### config.mk
export PLATFORM = sky130hd
export DESIGN_NAME = rd_resp_arbiter
export DESIGN_NICKNAME = d
export VERILOG_FILES = /design/src/rtl/rd_resp_arbiter_pkg.sv /design/src/rtl/rd_resp_arbiter_picker.sv /design/src/rtl/rd_resp_arbiter.sv
export SDC_FILE = /design/constraint.sdc
export NUM_CORES = 1
export LEC_CHECK = 0
export CAP_MARGIN = 0
export CORE_UTILIZATION = 35
export DETAILED_ROUTE_END_ITERATION = 8
export PLACE_DENSITY = 0.83
export SETUP_SLACK_MARGIN = 0.1
export SYNTH_ARGS = -nofsm -noshare
export SYNTH_HDL_FRONTEND = slang
export SYNTH_SLANG_ARGS = --single-unit
### constraint.sdc
create_clock -name ACLK -period 3.25 [get_ports ACLK]
set_clock_uncertainty 0.15 [all_clocks]
set_input_delay 0.65 -clock ACLK [delete_from_list [all_inputs] [get_ports ACLK]]
set_output_delay 0.65 -clock ACLK [all_outputs]
set_load 0.01 [all_outputs]
### src/rtl/rd_resp_arbiter_pkg.sv
// Shared AXI read-response definitions: arbiter FSM states, RRESP codes, sizing helpers.
package rd_resp_arbiter_pkg;

    typedef enum logic {
        ST_IDLE  = 1'b0,
        ST_BURST = 1'b1
    } arb_state_t;

    typedef enum logic [1:0] {
        RESP_OKAY   = 2'd0,
        RESP_EXOKAY = 2'd1,
        RESP_SLVERR = 2'd2,
        RESP_DECERR = 2'd3
    } rresp_t;

    localparam int unsigned BEAT_CNT_W = 8;

    // Index width for an n-entry vector; never narrower than one bit.
    function automatic int unsigned idx_width(input int unsigned n);
        return (n > 1) ? $clog2(n) : 1;
    endfunction

endpackage

### src/rtl/rd_resp_arbiter_picker.sv
// Round-robin selector: first requester strictly after last_grant, wrapping modulo N.
module rr_picker
    import rd_resp_arbiter_pkg::*;
#(
    parameter int unsigned N     = 2,
    parameter int unsigned IDX_W = idx_width(N)
)(
    input  logic [N-1:0]     req,
    input  logic [IDX_W-1:0] last_grant,
    output logic [IDX_W-1:0] grant_c,
    output logic             grant_valid_c
);

    // Walk offsets 1..N from the previous winner; the first hit wins.
    always_comb begin
        int unsigned idx;
        idx           = 0;
        grant_c       = '0;
        grant_valid_c = 1'b0;
        for (int unsigned k = 1; k <= N; k++) begin
            idx = (32'(last_grant) + k) % N;
            if (!grant_valid_c && req[IDX_W'(idx)]) begin
                grant_c       = IDX_W'(idx);
                grant_valid_c = 1'b1;
            end
        end
    end

endmodule

### src/rtl/rd_resp_arbiter.sv
// Read-response arbiter: locks one slave's R burst onto the master port, round-robin between bursts.
module rd_resp_arbiter
    import rd_resp_arbiter_pkg::*;
#(
    parameter int unsigned      NUM_SL = 2,
    parameter int unsigned      ID_W   = 8,
    parameter int unsigned      DATA_W = 32,
    parameter int unsigned      SEL_W  = 2,
    parameter logic [SEL_W-1:0] MAS_ID = SEL_W'(2'b01)
)(
    input  logic                     ACLK,
    input  logic                     ARESET,
    input  logic [NUM_SL-1:0]        sl_RVALID,
    input  logic [NUM_SL-1:0]        sl_RLAST,
    input  logic [NUM_SL*ID_W-1:0]   sl_RID,
    input  logic [NUM_SL*DATA_W-1:0] sl_RDATA,
    input  logic [NUM_SL*2-1:0]      sl_RRESP,
    input  logic [NUM_SL*SEL_W-1:0]  sl_mas_sel,
    output logic [NUM_SL-1:0]        sl_RREADY,
    output logic                     m_RVALID,
    output logic                     m_RLAST,
    output logic [ID_W-1:0]          m_RID,
    output logic [DATA_W-1:0]        m_RDATA,
    output logic [1:0]               m_RRESP,
    input  logic                     m_RREADY,
    output logic                     busy,
    output logic [BEAT_CNT_W-1:0]    beat_cnt
);

    localparam int unsigned IDX_W = idx_width(NUM_SL);

    arb_state_t        state;
    logic [IDX_W-1:0]  grant;
    logic [IDX_W-1:0]  last_grant;
    logic [IDX_W-1:0]  pick_c;
    logic              pick_valid_c;
    logic              accept_c;
    logic              out_free_c;
    logic [NUM_SL-1:0] elig_c;

    logic [ID_W-1:0]   rid_a   [NUM_SL];
    logic [DATA_W-1:0] rdata_a [NUM_SL];
    logic [1:0]        rresp_a [NUM_SL];

    // Unpack per-slave payloads and qualify each RVALID with this master's select code.
    for (genvar i = 0; i < NUM_SL; i++) begin : g_unpack
        assign rid_a[i]   = sl_RID[i*ID_W +: ID_W];
        assign rdata_a[i] = sl_RDATA[i*DATA_W +: DATA_W];
        assign rresp_a[i] = sl_RRESP[i*2 +: 2];
        assign elig_c[i]  = sl_RVALID[i] && (sl_mas_sel[i*SEL_W +: SEL_W] == MAS_ID);
    end

    rr_picker #(
        .N     (NUM_SL),
        .IDX_W (IDX_W)
    ) u_picker (
        .req           (elig_c),
        .last_grant    (last_grant),
        .grant_c       (pick_c),
        .grant_valid_c (pick_valid_c)
    );

    // The output register can take a beat when it is empty or draining this cycle.
    assign out_free_c = !m_RVALID || m_RREADY;
    assign accept_c   = (state == ST_BURST) && sl_RVALID[grant] && out_free_c;

    // Ready goes only to the locked slave; it must follow m_RREADY in the same cycle.
    always_comb begin
        sl_RREADY = '0;
        if (state == ST_BURST && out_free_c) begin
            sl_RREADY[grant] = 1'b1;
        end
    end

    // Grant FSM, output register and beat counter.
    always_ff @(posedge ACLK or posedge ARESET) begin
        if (ARESET) begin
            state      <= ST_IDLE;
            grant      <= '0;
            last_grant <= IDX_W'(NUM_SL - 1);
            m_RVALID   <= 1'b0;
            m_RLAST    <= 1'b0;
            m_RID      <= '0;
            m_RDATA    <= '0;
            m_RRESP    <= RESP_OKAY;
            busy       <= 1'b0;
            beat_cnt   <= '0;
        end else begin
            if (accept_c) begin
                m_RVALID <= 1'b1;
                m_RLAST  <= sl_RLAST[grant];
                m_RID    <= rid_a[grant];
                m_RDATA  <= rdata_a[grant];
                m_RRESP  <= rresp_a[grant];
            end else if (m_RREADY) begin
                m_RVALID <= 1'b0;
                m_RLAST  <= 1'b0;
                m_RID    <= '0;
                m_RDATA  <= '0;
                m_RRESP  <= RESP_OKAY;
            end

            case (state)
                ST_IDLE: begin
                    if (pick_valid_c) begin
                        grant    <= pick_c;
                        state    <= ST_BURST;
                        busy     <= 1'b1;
                        beat_cnt <= '0;
                    end
                end
                ST_BURST: begin
                    if (accept_c) begin
                        if (beat_cnt != '1) begin
                            beat_cnt <= beat_cnt + BEAT_CNT_W'(1);
                        end
                        if (sl_RLAST[grant]) begin
                            state      <= ST_IDLE;
                            busy       <= 1'b0;
                            last_grant <= grant;
                        end
                    end
                end
                default: state <= ST_IDLE;
            endcase
        end
    end

endmodule

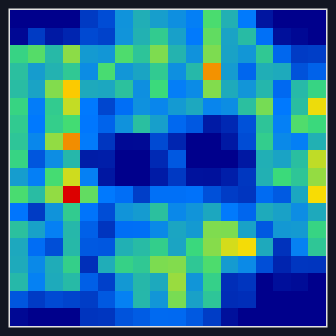
**Above:** run 1 (wire density map).
The die is cut into 18 by 18 equal tiles; dark blue is low, red is high, scaled to the fullest tile. Values are wire area over tile area, all layers added.
fullest tile: 0.49
nearly empty tiles: 11%
tiles over half the peak: 12%
emptiest ninth of the die: centre

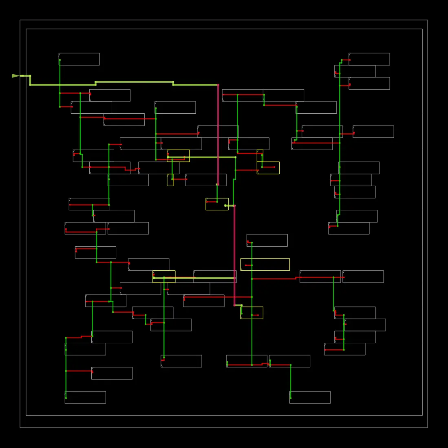
**Above:** run 1 (clock nets).
Flop Count: 56
clk sinks: 56
Power Clock: 0.447 mW
clock buffers: 7
CTS Buf Count: 5

==> flow_metrics.py, run 1 <==
# Generated from Yosys and OpenROAD reports
metrics = {
    "finish": {
        "layout-drive-gt1-share_pct": 5.62,
        "fin_nets": 504,
        "area_growth_pct": 60.8,
        "final_core_util_pct": 58.4,
        "fin_cells": 511,
        "fin_area_um2": 4540,
        "diodes": 0,
    },
    "clock_tree": {
        "postCtsSetupBuffers": 0,
        "max-clock-path-buffers": 2,
        "cts_tree": "done",
        "h-tree-depth": 2,
        "clk_pin_slew_ns": 0.09,
        "ctsHoldBuffers": 0,
        "postCtsResizedCells": 0,
        "cts-root-buf": "clkbuf_8",
        "clock_latency_ns": 0.30,
    },
    "synth": {
        "synth.largest_area_cell": "dfrtp_1",
        "ys_sh_simple_pct": 17.7,
        "synth_cell_types": 34,
        "ys_warn_count": 0,
        "ys_cells": 266,
        "ys_seq_share_pct": 49.7,
        "aoi_share_pct": 12.4,
        "top_logic_kind": "simple AND/OR/NAND/NOR gates",
        "synth.mux.area_fraction_pct": 16.1,
        "ys_seq_elements": 56,
        "topCellsByArea": "dfrtp_1 (49%), mux2i_1 (15%), nand3b_1 (11%), o21ai_0 (8.7%), nand2_1 (1.6%)",
        "xor_share_pct": 0,
        "avgSynthCellArea_um2": 10.6,
        "ys_chip_area_um2": 2820,
        "syn_area_um2": 2820,
        "synth_nets": 362,
        "synth_top_area_share_pct": 48.8,
        "netlist_instances": 266,
        "adder_share_pct": 0.443,
    },
    "placement": {
        "placed_area_um2": 4430,
        "numPortBuffers": 149,
        "gp_congestion": 0.823,
        "dp.cells": 503,
        "dp_hpwl_um": 5610,
        "place_ws_ns": 0.450,
    },
    "routing": {
        "drt-total-wl_um": 7540,
        "viasPerCell": 5.01,
        "drt_first_pass_iters": 4,
        "vias": 2562,
        "routedWlPerCell_um": 14.7,
        "drcViolationCount": 0,
        "drtAntennaViolNets": 0,
        "drt_iter0_markers": 113,
    },
    "critical_path": {
        "worstPathCellList": "clkdlybuf4s50_1, nor2b_1, nor3_1, clkdlybuf4s50_1",
        "crit_slowest_cell": "clkdlybuf4s50_1",
        "cp-start-kind": "input port",
        "cpPeakStageDelay_ns": 0.57,
        "cp_common_cell": "clkdlybuf4s50_1",
        "crit_family": "buffers and inverters",
        "worstSetupEndpointType": "primary output",
        "crit_arrival_ns": 2.00,
        "critPathBufInv": 2,
        "cp_max_fo": 6,
        "worstPathRequired_ns": 2.45,
        "crit_type": "in -> out",
    },
    "timing": {
        "holdWs_ns": 0.356,
        "drv_slew": 0,
        "tns_ns": 0,
        "finalClockPeriodUsage_pct": 86.0,
        "tightest_slew_ns": 0.400,
        "relSlewSlack_pct": 73.3,
        "hold_viol_final": 0,
        "setup_ws_ns": 0.454,
        "finalSetupViolCount": 0,
        "max_freq_mhz": 358,
        "rsz0062_at_grt": "no",
        "post-route-min-period_ns": 2.80,
    },
    "floorplanning": {
        "dieArea_um2": 8420,
        "dieWidth_um": 91.8,
        "die_h_um": 91.8,
        "fp_util_pct": 36.3,
        "io_pins": 150,
        "core-area_um2": 7770,
        "std_cell_rows": 32,
    },
    "global_route": {
        "grt_pass1_wl_um": 12200,
        "antenna_found_initial": 0,
        "global_route.usage.total_pct": 18.1,
        "grt_pass1_vias": 2562,
        "grt_max_degree": 57,
        "grt_overflow": 0,
    },
    "power": {
        "p_total_mw": 3.34,
        "pwr_density_cell_nw_per_um2": 736,
        "p_leak_nw": 1.85,
        "ir_worst_vdd_mv": 0.330,
    },
    "outcome": {
        "status": "finished, final reports clean",
    },
    "run": {
        "drv_cap": 0,
        "log.warning_count": 26,
    },
    "min_path": {
        "min_path_type": "reg -> reg",
    },
}
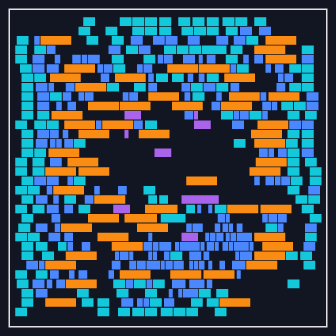
**Above:** run 1 (placed cells, one colour a class).
legend:
  purple:
    class: clock drivers and dummy loads
    cells: 8
    share_of_their_area: 2.4%
  blue:
    class: all other logic
    cells: 190
    share_of_their_area: 30%
  orange:
    class: flip-flops
    cells: 56
    share_of_their_area: 32%
  cyan:
    class: other buffers and delay cells
    cells: 155
    share_of_their_area: 35%

## run 1: routing by layer
metal | share of wire, % | GRT usage, %
met5 | 0 | 0
met4 | 1.2 | 4.30
met3 | 6.7 | 4.89
met2 | 50 | 30.9
met1 | 43 | 22.9
## run 1: flip-flops by register name (all words and copies together) (netlist names)
| name | flops |
|---|---|
| m_RDATA | 32 |
| beat_cnt | 8 |
| m_RID | 8 |
| m_RRESP | 2 |
| busy | 1 |
| grant | 1 |
| last_grant | 1 |
| m_RLAST | 1 |
| m_RVALID | 1 |
| state | 1 |
## run 1: cells in the final DEF, fill, tap and decap left out, drive strengths merged, types with 2 or more instances in the layout
| cell | netlist | final |
|---|---|---|
| nand2 | 12 | 12 |
| o31ai | 2 | 2 |
| clkbuf | 11 | 7 |
| a21oi | 4 | 4 |
| nor2 | 9 | 9 |
| nand3 | 4 | 4 |
| buf | 9 | 6 |
| dfrtp | 55 | 55 |
| inv | 4 | 4 |
| nor3 | 3 | 3 |
| mux2i | 43 | 43 |
| nand3b | 43 | 43 |
| mux2 | 2 | 2 |
| clkdlybuf4s50 | 0 | 149 |
| o21ai | 49 | 49 |
| or3 | 2 | 2 |
## run 1: final cells by class
| cell class | instances | area [um2] |
|---|---|---|
| Clock inverter | 1 | 30.0 |
| Tap cell | 102 | 128 |
| Clock buffer | 7 | 76.3 |
| Multi-Input combinational cell | 186 | 1320 |
| Fill cell | 681 | 3230 |
| Sequential cell | 56 | 1400 |
| Inverter | 4 | 15.0 |
| Timing Repair Buffer | 155 | 1560 |
## run 1: cell usage after synthesis (all sizes together)
cell type  count
o21a           1
nor2           9
nand2         12
nand3b        43
and3           1
o41ai          1
or3            2
clkbuf        11
a21o           1
nand3          4
nor2b          1
nand4          1
mux2           2
a32o           1
o31ai          2
nor3           3
dfrtp         55
mux2i         43
ha             1
o21ai         49
a21oi          4
dfstp          1
a31oi          1
a31o           1
nand4b         1
and4bb         1
nand2b         1
inv            4
buf            9
## run 1: final timing paths
kind | slack [ns] | from | end | cells past startpoint
setup / recovery | 0.45 | m_RREADY | sl_RREADY[1] | 4
hold / removal | 0.36 | busy$_DFFE_PP0P_ | busy$_DFFE_PP0P_ | 1
setup reg to reg | 1.01 | grant$_DFFE_PP0P_ | beat_cnt[7]$_DFFE_PP0P_ | 6
hold reg to reg | 0.36 | busy$_DFFE_PP0P_ | busy$_DFFE_PP0P_ | 1
max in group asynchronous | 2.09 | ARESET | last_grant$_DFFE_PP1P_ | 3
min in group asynchronous | 0.56 | ARESET | m_RDATA[18]$_DFFE_PP0P_ | 3
## run 1: worst reg2reg max path, delay by kind of cell (launching register included)
kind / cells / cell delay, ns
AND/OR/NAND/NOR: 2 / 0.73
flip-flops: 1 / 0.38
buffers and inverters: 1 / 0.34
AND-OR/OR-AND: 2 / 0.32
multiplexers: 1 / 0.23
## run 1: power breakdown
part | leakage (nW) | internal (mW) | switching (mW)
Clock | 0.0524 | 0.231 | 0.216
Combinational | 1.07 | 0.927 | 0.778
Sequential | 0.734 | 0.989 | 0.198
==> run 2: changes to the inputs <==
TNS_END_PERCENT = 20   (was default)
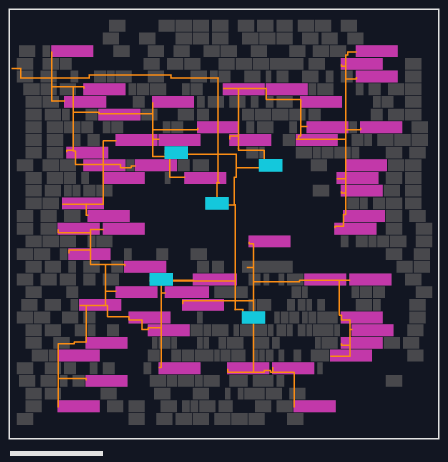
**Above:** run 2 (clock network drawn from the DEF).
The bar under the picture is 20 um long.
legend:
  cyan:
    item: cells driving clock nets
    count: 5
  magenta:
    item: flip-flops
    count: 56
  orange:
    item: clock wires
    length: 656 um
routed clock nets: 6
flops lie: spread over the die
clock power share: 13.4%
clk_lat worst skew: 0.30 ns

==> run 2 against run 1 <==
Against the previous run: worst hold slack unchanged; power unchanged; combinational power about the same; via count unchanged; area after synthesis unchanged; fmax unchanged; utilization unchanged; count of clock-buffer cells in the layout unchanged; global-route usage unchanged; clock power about the same; register-to-register slack about the same; critical path type unchanged; largest cell class unchanged; largest power group unchanged; highest routed layer unchanged.
==> flow_metrics.py, run 2 <==
# Generated from Yosys and OpenROAD reports
metrics = {
    "clock_tree": {
        "cts.sinks": 56,
        "clk_pin_slew_ns": 0.09,
        "max-clock-path-buffers": 2,
        "cts_tree": "done",
        "postCtsSetupBuffers": 0,
        "postCtsResizedCells": 0,
        "h-tree-depth": 2,
        "cts_made_buffers": 5,
        "cts-root-buf": "clkbuf_8",
        "ctsHoldBuffers": 0,
    },
    "min_path": {
        "min_path_type": "reg -> reg",
    },
    "synth": {
        "avgSynthCellArea_um2": 10.6,
        "ys_warn_count": 0,
        "synth_nets": 362,
        "edf_count": 0,
        "synth_top_area_share_pct": 48.8,
        "synth_cell_types": 34,
        "topCellsByArea": "dfrtp_1 (49%), mux2i_1 (15%), nand3b_1 (11%), o21ai_0 (8.7%), nand2_1 (1.6%)",
        "synth.largest_area_cell": "dfrtp_1",
        "ys_seq_elements": 56,
        "ys_cells": 266,
        "ys_seq_share_pct": 49.7,
        "synth-main-ff-cell": "dfrtp_1",
        "synthArstFlopShare_pct": 100,
        "ys_top_cells_by_count": "dfrtp_1 (55), o21ai_0 (49), mux2i_1 (43), nand3b_1 (43), nand2_1 (12)",
        "netlist_instances": 266,
        "ys_chip_area_um2": 2820,
        "syn_area_um2": 2820,
        "most_common_cell": "dfrtp_1",
    },
    "floorplanning": {
        "fp_util_pct": 36.3,
        "dieWidth_um": 91.8,
        "std_cell_rows": 32,
        "core-area_um2": 7770,
        "die_h_um": 91.8,
        "io_pins": 150,
        "dieArea_um2": 8420,
    },
    "routing": {
        "drcViolationCount": 0,
        "drt_first_pass_iters": 4,
        "vias": 2562,
        "drt_iter0_markers": 113,
        "top_layer": "met4",
        "drt-total-wl_um": 7540,
        "wl_met1_um": 3210,
        "routedWlPerCell_um": 14.7,
        "drtAntennaViolNets": 0,
        "viasPerCell": 5.01,
        "wl_met2_um": 3740,
        "met3_length_um": 504,
    },
    "timing": {
        "finalClockPeriodUsage_pct": 86.0,
        "post-route-min-period_ns": 2.80,
        "tns_ns": 0,
        "holdWs_ns": 0.356,
        "hold_viol_final": 0,
        "max_freq_mhz": 358,
        "finalSetupViolCount": 0,
        "relSlewSlack_pct": 73.3,
        "drv_slew": 0,
        "tightest_slew_ns": 0.400,
        "rsz0062_at_grt": "no",
        "setup_ws_ns": 0.454,
    },
    "finish": {
        "fin_nets": 504,
        "fin_cells": 511,
        "area_growth_pct": 60.8,
        "layout-drive-gt1-share_pct": 5.62,
        "fin_area_um2": 4540,
        "final_core_util_pct": 58.4,
        "final_cell_mix": "clkdlybuf4s50_1 (149), dfrtp_1 (54), o21ai_0 (49), mux2i_1 (43), nand3b_1 (43)",
        "diodes": 0,
        "largestRegisters": "m_RDATA x32, beat_cnt x8, m_RID x8",
        "layout_top_cell": "clkdlybuf4s50_1",
        "regMostFlops": "m_RDATA",
        "fillers": 681,
        "largest_register_ffs": 32,
    },
    "global_route": {
        "global_route.usage.total_pct": 18.1,
        "grt_pass1_vias": 2562,
        "grt_max_degree": 57,
        "antenna_found_initial": 0,
        "grt_pass1_wl_um": 12200,
        "grt_overflow": 0,
    },
    "critical_path": {
        "worstPathCellList": "clkdlybuf4s50_1, nor2b_1, nor3_1, clkdlybuf4s50_1",
        "crit_arrival_ns": 2.00,
        "crit_type": "in -> out",
        "worstSetupEndpointType": "primary output",
        "cpPeakStageDelay_ns": 0.57,
        "cp-start-kind": "input port",
        "cp_common_cell": "clkdlybuf4s50_1",
        "worstPathRequired_ns": 2.45,
        "crit_slowest_cell": "clkdlybuf4s50_1",
        "cp_max_fo": 6,
    },
    "placement": {
        "gp_congestion": 0.823,
        "dp_hpwl_um": 5610,
        "place_ws_ns": 0.450,
        "dp.cells": 503,
        "numPortBuffers": 149,
        "placed_area_um2": 4430,
    },
    "run": {
        "drv_cap": 0,
        "log.warning_count": 26,
    },
    "power": {
        "p_leak_nw": 1.85,
        "p_total_mw": 3.34,
        "ir_worst_vdd_mv": 0.330,
        "pwr_density_cell_nw_per_um2": 736,
    },
    "outcome": {
        "status": "finished, final reports clean",
    },
}
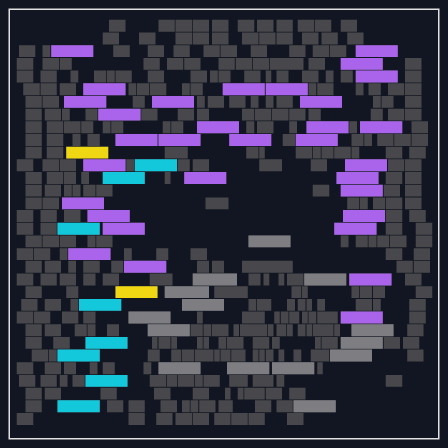
**Above:** run 2 (where the registers sit).
Other sequential cells in the stronger grey, the rest of the logic in the fainter grey.
legend:
  cyan:
    netlist_name: `m_RID`
    placed_flops: 8
  purple:
    netlist_name: `m_RDATA`
    placed_flops: 32
  yellow:
    netlist_name: `m_RRESP`
    placed_flops: 2

run 2: where the power goes:
part	leakage (nW)	total, mW	internal (mW)	switching, mW
Combinational	1.07	1.70	0.927	0.778
Sequential	0.734	1.19	0.989	0.198
Clock	0.0524	0.447	0.231	0.216
run 2: cell type report:
type	count	area (um2)	share of cell area [%]
clock buffers	7	76.3	1.68
clock inverters	1	30.0	0.662
inverters	4	15.0	0.331
multi-input cells	186	1320	29.1
flip-flops and latches	56	1400	31.0
well taps	102	128	2.81
repair buffers	155	1560	34.4
run 2: kinds of logic after synthesis:
| kind of cell | Yosys count | share of synthesized area, % |
|---|---|---|
| compound gates | 61 | 12.4 |
| fa+ha+maj | 1 | 0.443 |
| buf+inv | 24 | 3.64 |
| flops | 56 | 49.7 |
| mux | 45 | 16.1 |
| simple gates | 79 | 17.7 |
run 2: path summary, 6_finish.rpt:
kind / cells past startpoint / startpoint / slack, ns / endpoint
hold reg to reg: 1 / busy$_DFFE_PP0P_ / 0.36 / busy$_DFFE_PP0P_
setup reg to reg: 6 / grant$_DFFE_PP0P_ / 1.01 / beat_cnt[7]$_DFFE_PP0P_
hold / removal: 1 / busy$_DFFE_PP0P_ / 0.36 / busy$_DFFE_PP0P_
setup / recovery: 4 / m_RREADY / 0.45 / sl_RREADY[1]
max in group asynchronous: 3 / ARESET / 2.09 / last_grant$_DFFE_PP1P_
min in group asynchronous: 3 / ARESET / 0.56 / m_RDATA[18]$_DFFE_PP0P_
run 2: critical path, delay by kind of cell:
kind / cells / cell delay, ns
simple gates: 2 / 0.22
buf+inv: 2 / 1.13
run 2: metal layers:
metal	vias to the layer above	global-route usage, %
met2	99	30.9
met3	9	4.89
met4	0	4.30
met1	1213	22.9
li1	1241	-
met5	-	0
==> run 3: changes to the inputs <==
ABC_AREA = 1   (was default)
CORE_MARGIN = 1   (was default)
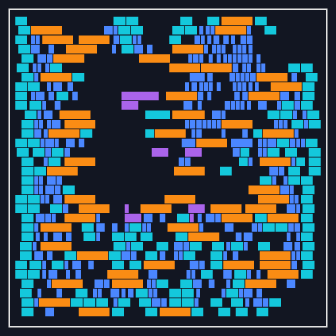
**Above:** run 3 (placed cells, one colour a class).
legend:
  blue:
    class: all other logic
    cells: 270
    share_of_their_area: 30%
  cyan:
    class: other buffers and delay cells
    cells: 155
    share_of_their_area: 36%
  purple:
    class: clock drivers and dummy loads
    cells: 8
    share_of_their_area: 2.4%
  orange:
    class: flip-flops
    cells: 56
    share_of_their_area: 32%

==> run 3 against run 2 <==
Against the previous run: cell count up 16%; global-route usage rose by 2.7 points; sequential share of layout area is 0.31 points higher; sequential power decreased by about 10%; first-iteration DRC count shrank 1.8%; utilization shrank 0.33 points; critical path depth rose by 2; clock power rose by 2%; combinational power fell by about 10%; critical path type unchanged; largest cell class unchanged; highest routed layer unchanged.
==> flow_metrics.py, run 3 <==
# Generated from Yosys and OpenROAD reports
metrics = {
    "finish": {
        "largestRegisters": "m_RDATA x32, beat_cnt x8, m_RID x8",
        "layout-drive-gt1-share_pct": 3.89,
        "regMostFlops": "m_RDATA",
        "final_cell_mix": "clkdlybuf4s50_1 (149), nor2_1 (103), nand3_1 (58), dfrtp_1 (55), o31ai_1 (43)",
        "area_growth_pct": 59.8,
        "final_core_util_pct": 58.1,
        "comb_area_um2": 1260,
        "regArea_um2": 1400,
        "layout_top_cell": "clkdlybuf4s50_1",
        "fin_nets": 584,
        "fillers": 661,
        "largest_register_ffs": 32,
    },
    "clock_tree": {
        "cts_made_buffers": 5,
        "clk_pin_slew_ns": 0.10,
        "postCtsResizedCells": 0,
        "cts.sinks": 56,
        "cts-root-buf": "clkbuf_8",
        "h-tree-depth": 2,
        "clock_latency_ns": 0.30,
        "cts_tree": "done",
        "postCtsSetupBuffers": 0,
    },
    "timing": {
        "hold_viol_final": 0,
        "relSlewSlack_pct": 56.2,
        "rsz0062_at_grt": "no",
        "drv_slew": 0,
        "holdWs_ns": 0.348,
        "tightest_slew_ns": 0.656,
        "tns_ns": 0,
        "finalSetupViolCount": 0,
        "setup_ws_ns": 0.338,
    },
    "synth": {
        "edf_count": 0,
        "syn_area_um2": 2810,
        "synth.largest_area_cell": "dfrtp_1",
        "synth-main-ff-cell": "dfrtp_1",
        "synth_top_area_share_pct": 49.0,
        "ys_chip_area_um2": 2810,
        "ys_seq_share_pct": 50.0,
        "topCellsByArea": "dfrtp_1 (49%), nor2_1 (14%), o31ai_1 (11%), nand3_1 (10%), nand2_1 (5.3%)",
        "netlist_instances": 349,
        "ys_top_cells_by_count": "nor2_1 (103), nand3_1 (58), dfrtp_1 (55), o31ai_1 (43), nand2_1 (40)",
        "synthArstFlopShare_pct": 100,
        "ys_seq_elements": 56,
        "synth_nets": 445,
        "synth_cell_types": 23,
        "ys_warn_count": 0,
        "ys_cells": 349,
    },
    "critical_path": {
        "crit_family": "buffers and inverters",
        "crit_type": "in -> out",
        "worstPathCellList": "clkdlybuf4s50_1, inv_2, nand2_1, nand2_1, nor2_1, clkdlybuf4s50_1",
        "cp_max_fo": 5,
        "crit_slowest_cell": "clkdlybuf4s50_1",
        "worstSetupEndpointType": "primary output",
        "crit_arrival_ns": 2.11,
        "critPathBufInv": 3,
        "worstPathRequired_ns": 2.45,
        "cp-start-kind": "input port",
    },
    "outcome": {
        "status": "finished, final reports clean",
    },
    "floorplanning": {
        "core-area_um2": 7730,
        "io_pins": 150,
        "fp_util_pct": 36.3,
        "std_cell_rows": 32,
        "dieArea_um2": 8380,
        "dieWidth_um": 91.6,
    },
    "power": {
        "p_comb_share_pct": 50.0,
        "p_leak_nw": 1.91,
        "clkPwrFrac_pct": 15.0,
        "ir_worst_vdd_mv": 0.352,
        "p_seq_share_pct": 35.0,
        "pwr_density_cell_nw_per_um2": 679,
        "switching_share_pct": 39.3,
        "switching_power_mw": 1.20,
    },
    "routing": {
        "drt_iter0_markers": 111,
        "vias": 3019,
        "viasPerCell": 5.11,
        "drtAntennaViolNets": 0,
        "drcViolationCount": 0,
        "drt_first_pass_iters": 4,
    },
    "global_route": {
        "grt_pass1_vias": 2939,
        "grt_overflow": 0,
        "grt_pass1_wl_um": 13800,
    },
    "placement": {
        "dp.cells": 583,
        "place_ws_ns": 0.351,
    },
    "run": {
        "drv_cap": 0,
        "log.warning_count": 26,
    },
}
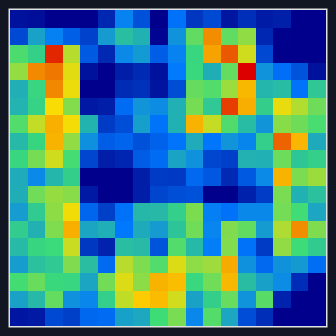
**Above:** run 3 (wire density map).
The die is cut into 18 by 18 equal tiles; dark blue is low, red is high, scaled to the fullest tile. Values are wire area over tile area, all layers added.
emptiest ninth of the die: centre
mean over tiles: 0.16
densest ninth of the die: bottom centre
fullest tile: 0.45
nearly empty tiles: 9.0%
tiles over half the peak: 31%
GR Util All Layers: 20.8%
routed len/inst: 14.2 um
Routed WL: 8400 um

## run 3: netlist changes by cell type after synthesis, moves of 4 or more
cell	change
buf_2	+4
clkbuf_1	-5
mux2i_1	-43
nand2_1	+28
nand3_1	+54
nand3b_1	-42
nor2_1	+94
o21ai_0	-47
o31ai_1	+43
## run 3: power groups by stage
stage	sequential [mW]	clock, mW	combinational (mW)
after global placement	1.07	0	1.51
after global routing	1.09	0.493	1.68
after detailed placement	1.08	0	1.53
after CTS	1.07	0.467	1.54
final	1.07	0.456	1.52
after floorplan	1.13	0	0.769
## run 3: kinds of logic (layout without fill, tap and decap cells)
logic type / count (synthesis) / after routing / synth area share, %
flip-flops: 56 / 56 / 50.0
adder cells (fa/ha/maj): 1 / 1 / 0.446
AND-OR/OR-AND: 53 / 53 / 13.4
buffers and inverters: 33 / 173 / 5.30
AND/OR/NAND/NOR: 206 / 206 / 30.9
## run 3: layer usage
layer | global-route usage [%] | wire length, um
met1 | 25.9 | 3560
met2 | 35.5 | 4020
met3 | 5.86 | 676
met4 | 5.16 | 137
met5 | 0 | 0
## run 3: final timing paths
path                                        start                       to  slack (ns)  depth (start not counted)
hold reg to reg            last_grant$_DFFE_PP1P_   last_grant$_DFFE_PP1P_        0.35                          2
min in group asynchronous                  ARESET  m_RDATA[14]$_DFFE_PP0P_        0.59                          2
max in group asynchronous                  ARESET   last_grant$_DFFE_PP1P_        1.70                          3
setup reg to reg                grant$_DFFE_PP0P_   m_RDATA[3]$_DFFE_PP0P_        1.03                          7
hold / removal             last_grant$_DFFE_PP1P_   last_grant$_DFFE_PP1P_        0.35                          2
setup / recovery                         m_RREADY             sl_RREADY[0]        0.34                          6
## run 3: layout make-up
class,count,area share [%]
multi-input cells,260,28.2
well taps,102,2.84
inverters,10,0.837
flip-flops and latches,56,31.3
clock inverters,1,0.669
clock buffers,7,1.70
repair buffers,155,34.5
## run 3: tightest hold or removal path: cells and delay by family, from the launching register on
family	cells	cell delay [ns]
DFF	1	0.37
AOI/OAI and AO/OA	1	0.07
buffers and inverters	1	0.06
No activity file was given, so power comes from the tool's default toggle rates.
